## src/rtl/conv_scheduler.sv

```systemverilog
`default_nettype none
// ============================================================================
// Module      : conv_scheduler
// Description : Walks every valid output center of an image and, for each
//               center, loads it into the allocator and then streams the
//               window pixel coordinates with their filter-weight indices.
//               One full image pass per start; honours allocator back-pressure.
// Revision    : 1.0 - initial release
// ============================================================================
module conv_scheduler #(
    parameter int COORD_W = 8,
    parameter int FCNT_W  = 13
) (
    input  logic               clk,
    input  logic               rst,
    input  logic               start,
    input  logic [COORD_W-1:0] img_w,
    input  logic [COORD_W-1:0] img_h,
    input  logic [COORD_W-1:0] img_d,
    input  logic [2:0]         filter_dim,
    output logic [COORD_W-1:0] center_x,
    output logic [COORD_W-1:0] center_y,
    output logic               center_write_enable,
    output logic [COORD_W-1:0] issue_x,
    output logic [COORD_W-1:0] issue_y,
    output logic [COORD_W-1:0] issue_z,
    output logic [FCNT_W-1:0]  filter_issue_counter,
    output logic               issue_valid,
    input  logic               issue_blocked,
    input  logic               filter_blocked,
    output logic               busy,
    output logic               done,
    output logic               err
);

    typedef enum logic [2:0] {
        S_IDLE  = 3'd0,
        S_LOAD  = 3'd1,
        S_ISSUE = 3'd2,
        S_NEXT  = 3'd3,
        S_DONE  = 3'd4
    } state_t;

    state_t state;
    state_t state_nx;

    // Latched pass configuration
    logic [COORD_W-1:0] rad;
    logic [COORD_W-1:0] cx_max;
    logic [COORD_W-1:0] cy_max;
    logic [COORD_W-1:0] z_last;

    // Current center and window position
    logic [COORD_W-1:0] cx;
    logic [COORD_W-1:0] cy;
    logic [COORD_W-1:0] ix;
    logic [COORD_W-1:0] iy;
    logic [COORD_W-1:0] iz;
    logic [FCNT_W-1:0]  fcnt;
    logic               err_q;

    logic [COORD_W-1:0] dim_ext;
    logic [COORD_W-1:0] rad_new;
    logic               cfg_empty;
    logic               cfg_ok;
    logic               accept;
    logic               x_end;
    logic               y_end;
    logic               last_elem;
    logic               more_centers;

    assign dim_ext   = {{(COORD_W-3){1'b0}}, filter_dim};
    assign rad_new   = {{(COORD_W-2){1'b0}}, filter_dim[2:1]};
    // An image smaller than the filter, or with no depth, has no valid center
    assign cfg_empty = (img_w < dim_ext) | (img_h < dim_ext) | (img_d == '0);
    assign cfg_ok    = (state == S_IDLE) & start & filter_dim[0] & ~cfg_empty;

    assign accept       = (state == S_ISSUE) & ~issue_blocked & ~filter_blocked;
    assign x_end        = (ix == cx + rad);
    assign y_end        = (iy == cy + rad);
    assign last_elem    = x_end & y_end & (iz == z_last);
    assign more_centers = (cx < cx_max) | (cy < cy_max);

    assign center_x             = cx;
    assign center_y             = cy;
    assign issue_x              = ix;
    assign issue_y              = iy;
    assign issue_z              = iz;
    assign filter_issue_counter = fcnt;
    assign err                  = err_q;

    // State register
    always_ff @(posedge clk or negedge rst) begin
        if (!rst) begin
            state <= S_IDLE;
        end else begin
            state <= state_nx;
        end
    end

    // Next-state decode and state-derived strobes
    always_comb begin
        state_nx            = state;
        center_write_enable = 1'b0;
        issue_valid         = 1'b0;
        busy                = 1'b1;
        done                = 1'b0;
        case (state)
            S_IDLE: begin
                busy = 1'b0;
                if (start && filter_dim[0]) begin
                    state_nx = cfg_empty ? S_DONE : S_LOAD;
                end
            end
            S_LOAD: begin
                center_write_enable = 1'b1;
                state_nx            = S_ISSUE;
            end
            S_ISSUE: begin
                issue_valid = 1'b1;
                if (accept && last_elem) begin
                    state_nx = S_NEXT;
                end
            end
            S_NEXT: begin
                state_nx = more_centers ? S_LOAD : S_DONE;
            end
            S_DONE: begin
                done     = 1'b1;
                state_nx = S_IDLE;
            end
            default: begin
                state_nx = S_IDLE;
            end
        endcase
    end

    // Configuration latch, center stepping and window/weight counters
    always_ff @(posedge clk or negedge rst) begin
        if (!rst) begin
            rad    <= '0;
            cx_max <= '0;
            cy_max <= '0;
            z_last <= '0;
            cx     <= '0;
            cy     <= '0;
            ix     <= '0;
            iy     <= '0;
            iz     <= '0;
            fcnt   <= '0;
            err_q  <= 1'b0;
        end else begin
            // Even filter sides (including 0) have no center pixel
            err_q <= (state == S_IDLE) & start & ~filter_dim[0];

            if (cfg_ok) begin
                rad    <= rad_new;
                cx_max <= img_w - COORD_W'(1) - rad_new;
                cy_max <= img_h - COORD_W'(1) - rad_new;
                z_last <= img_d - COORD_W'(1);
                cx     <= rad_new;
                cy     <= rad_new;
            end

            if (state == S_LOAD) begin
                ix   <= cx - rad;
                iy   <= cy - rad;
                iz   <= '0;
                fcnt <= '0;
            end

            // The final accept leaves the counters alone; LOAD reinitialises them
            if (accept && !last_elem) begin
                fcnt <= fcnt + FCNT_W'(1);
                if (!x_end) begin
                    ix <= ix + COORD_W'(1);
                end else begin
                    ix <= cx - rad;
                    if (!y_end) begin
                        iy <= iy + COORD_W'(1);
                    end else begin
                        iy <= cy - rad;
                        iz <= iz + COORD_W'(1);
                    end
                end
            end

            if (state == S_NEXT) begin
                if (cx < cx_max) begin
                    cx <= cx + COORD_W'(1);
                end else if (cy < cy_max) begin
                    cx <= rad;
                    cy <= cy + COORD_W'(1);
                end
            end
        end
    end

endmodule
`default_nettype wire

```

## config.mk

```make
export PLATFORM = sky130hd
export DESIGN_NAME = conv_scheduler
export DESIGN_NICKNAME = d
export VERILOG_FILES = /design/src/rtl/conv_scheduler.sv
export SDC_FILE = /design/constraint.sdc
export NUM_CORES = 1
export LEC_CHECK = 0
export ABC_AREA = 1
export CAP_MARGIN = 20
export CORE_MARGIN = 3
export CORE_UTILIZATION = 50
export DETAILED_ROUTE_END_ITERATION = 16
export PLACE_DENSITY_LB_ADDON = 0.2
export SYNTH_ARGS = -nofsm -noshare
export SYNTH_HDL_FRONTEND = slang
export SYNTH_SLANG_ARGS = --single-unit
```

## constraint.sdc

```tcl
create_clock -name clk -period 2.5 [get_ports clk]
set_input_delay 0.5 -clock clk [delete_from_list [all_inputs] [get_ports clk]]
set_output_delay 0.5 -clock clk [all_outputs]
set_load 0.02 [all_outputs]
```

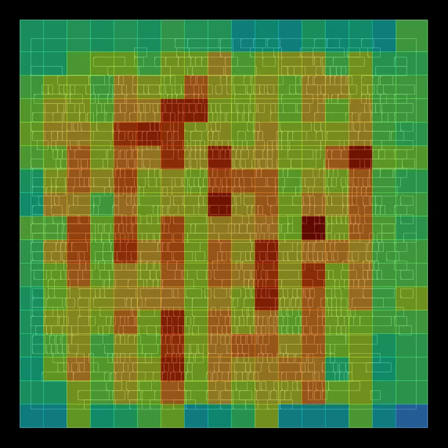
*Routing congestion, run 1*
GRT met3 Usage: 4.57%
met1 usage: 31.1%
busiest grt layer: met2
global router's overall resource usage: 23.4%
post-layout util: 67.1%

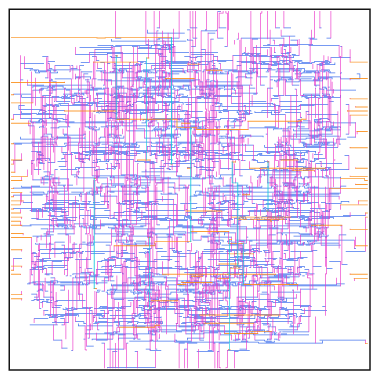
*Signal wires by layer, run 1*
Scale: 3 px per um.
Key: M4 = cyan [wire length 299 um]; M2 = magenta [wire length 7460 um]; M3 = orange [wire length 719 um]; M1 = blue [wire length 7720 um]
WL final: 16200 um
Via Count: 6123

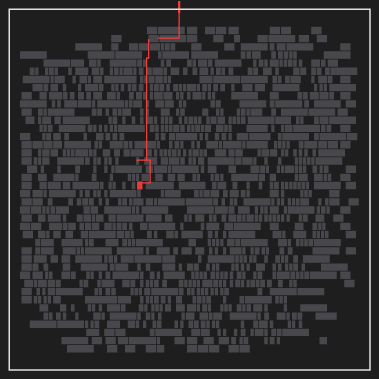
*Port wiring, run 1*
Scale: 3 px per um.
Key: issue_valid = red [bits 1, direction output, edge north, end cells 1, buffers 1, wire 72.2 um]
I/O pin count: 90
Port-buffer cells: 89

==> out/metrics.csv, run 1 <==
metric,value,unit
FFs & Latches,83,
post-synthesis cell count,919,
"Period Utilization, post-route",99.8,%
Clock group,1410,uW
post-CTS sizing,10,
crit path from,rad[0]$_DFFE_PN0P_,
Largest logic family,simple AND/OR/NAND/NOR gates,
Post-Syn Area,0.00646,mm^2
Mean Syn Cell Area,7.03,um^2
worst setup path class,register to register,
most numerous logic cell after layout,nand2_1,
drt wl/cell,13.2,um
"EDFF count, synth",0,
WL met1,7720,um
CP Launch Type,register,
Dominant flop cell,dfrtp_1,
Root Buffer,clkbuf_16,
global-route wire length before repair,27300,um
cells in synth_stat.txt,919,
Detail Route met2 WL,7460,um
Area Growth Syn to Fin,27.9,%
Final Hold Slack,0.140,ns
"area leader, netlist",dfrtp_1,
logic area,0.00386,mm^2
yosys stat area,0.00646,mm^2
MUX share of area,0,%
clock share of power,16.4,%
Yosys warnings,0,
Crit Path Max Fanout,6,
worst reg-to-reg path cell count,15,
outcome,finished clean,
RSZ-0062 raised after global routing,true,
"non-filler cells, final",1222,
"FA/HA/MAJ Cells, Area Fraction",9.21,%
Worst Tran Pin Value,0.745,ns
reg2reg end,issue_y[3]$_DFF_PN0_,
total negative setup slack,0,ns
post-place setup slack,-0.110,ns
Rows,40,
DP Area,0.00784,mm^2
async set or reset register ratio after synthesis,100,%
CP Capture Type,register,
"XOR Share, Synth",8.94,%
Worst Path Buf+Inv,2,
crit-path most repeated cell,nand2_1,
Seq group,2270,uW
NumNets Final,1125,
total power,8550,uW
"count leader, synth",nand2_1,
Avg Vias per Cell,5.01,
### Pin placement, run 1

Scale: 2 px per um. Pins as bars across the die edge, other pins in grey.
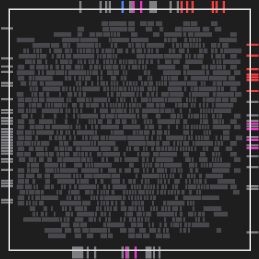

## Run 2: what changed since run 1
==> constraint.sdc (replaced) <==
create_clock -name clk -period 2.6 [get_ports clk]
set_input_delay 0.52 -clock clk [delete_from_list [all_inputs] [get_ports clk]]
set_output_delay 0.52 -clock clk [all_outputs]
set_load 0.02 [all_outputs]
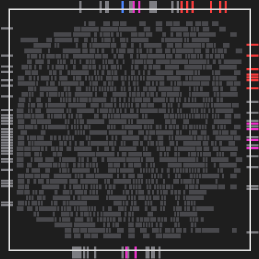
*Pin placement, run 2*
Scale: 2 px per um. Pins as bars across the die edge, other pins in grey.
Key: issue_valid = blue [pins 1, direction output, edge north]; img_d = magenta [pins 8, direction input, edge 4 east, 2 south, 2 north]; filter_issue_counter = red [pins 13, direction output, edge 7 east, 6 north]
All pins by edge: 30 west, 22 east, 21 north, 17 south.
Die H: 120 um
Die X: 120 um

==> run 2 against run 1 <==
  * Clock power rose by about 10%
  * Area after synthesis did not move
  * Flip-flop count did not move
  * Routed wire length rose by 3.6%
  * Setup slack improved by 0.067 ns
  * Worst hold slack improved by 0.072 ns
  * Critical path depth did not move
  * Via count rose by 1.3%
==> out/metrics.csv, run 2 <==
metric,value,unit,change
DP Area,0.00772,mm^2,was 0.00784 mm^2
Detail Route met2 WL,7950,um,was 7460 um
Crit Path Max Fanout,6,,unchanged
WL met1,7850,um,was 7720 um
FFs & Latches,83,,unchanged
Port-buffer cells,89,,unchanged
I/O pin count,90,,unchanged
Clock group,1590,uW,was 1410 uW
"count leader, synth",nand2_1,,unchanged
"Period Utilization, post-route",97.2,%,was 99.8%
Yosys warnings,0,,unchanged
logic area,0.00399,mm^2,was 0.00386 mm^2
Seq group,2220,uW,was 2270 uW
post-CTS sizing,3,,was 10
Dominant flop cell,dfrtp_1,,unchanged
Area Growth Syn to Fin,29.8,%,was 27.9%
Post-Syn Area,0.00646,mm^2,unchanged
GRT met3 Usage,3.06,%,was 4.57%
cells in synth_stat.txt,919,,unchanged
total power,8590,uW,was 8550 uW
met1 usage,31.7,%,was 31.1%
outcome,finished clean,,unchanged
CP Launch Type,register,,unchanged
total negative setup slack,0,ns,unchanged
"area leader, netlist",dfrtp_1,,unchanged
busiest grt layer,met2,,unchanged
NumNets Final,1113,,was 1125
Avg Vias per Cell,5.13,,was 5.01
Root Buffer,clkbuf_16,,unchanged
yosys stat area,0.00646,mm^2,unchanged
post-place setup slack,-0.0401,ns,was -0.110 ns
worst reg-to-reg path cell count,15,,unchanged
"EDFF count, synth",0,,unchanged
Rows,40,,unchanged
Mean Syn Cell Area,7.03,um^2,unchanged
async set or reset register ratio after synthesis,100,%,unchanged
Worst Path Buf+Inv,2,,unchanged
Final Hold Slack,0.211,ns,was 0.140 ns
RSZ-0062 raised after global routing,true,,unchanged
clock share of power,18.6,%,was 16.4%
crit-path most repeated cell,nand2_1,,unchanged
Largest logic family,simple AND/OR/NAND/NOR gates,,unchanged
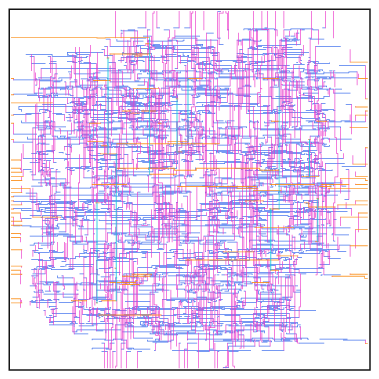
*Signal wires by layer, run 2*
Scale: 3 px per um.
Key: M2 = magenta [wire length 7950 um]; M1 = blue [wire length 7850 um]; M3 = orange [wire length 676 um]; M4 = cyan [wire length 289 um]
global router's overall resource usage: 23.6%
WL final: 16800 um
Via Count: 6205
drt wl/cell: 13.9 um

Power is estimated from default activity; no workload was simulated.
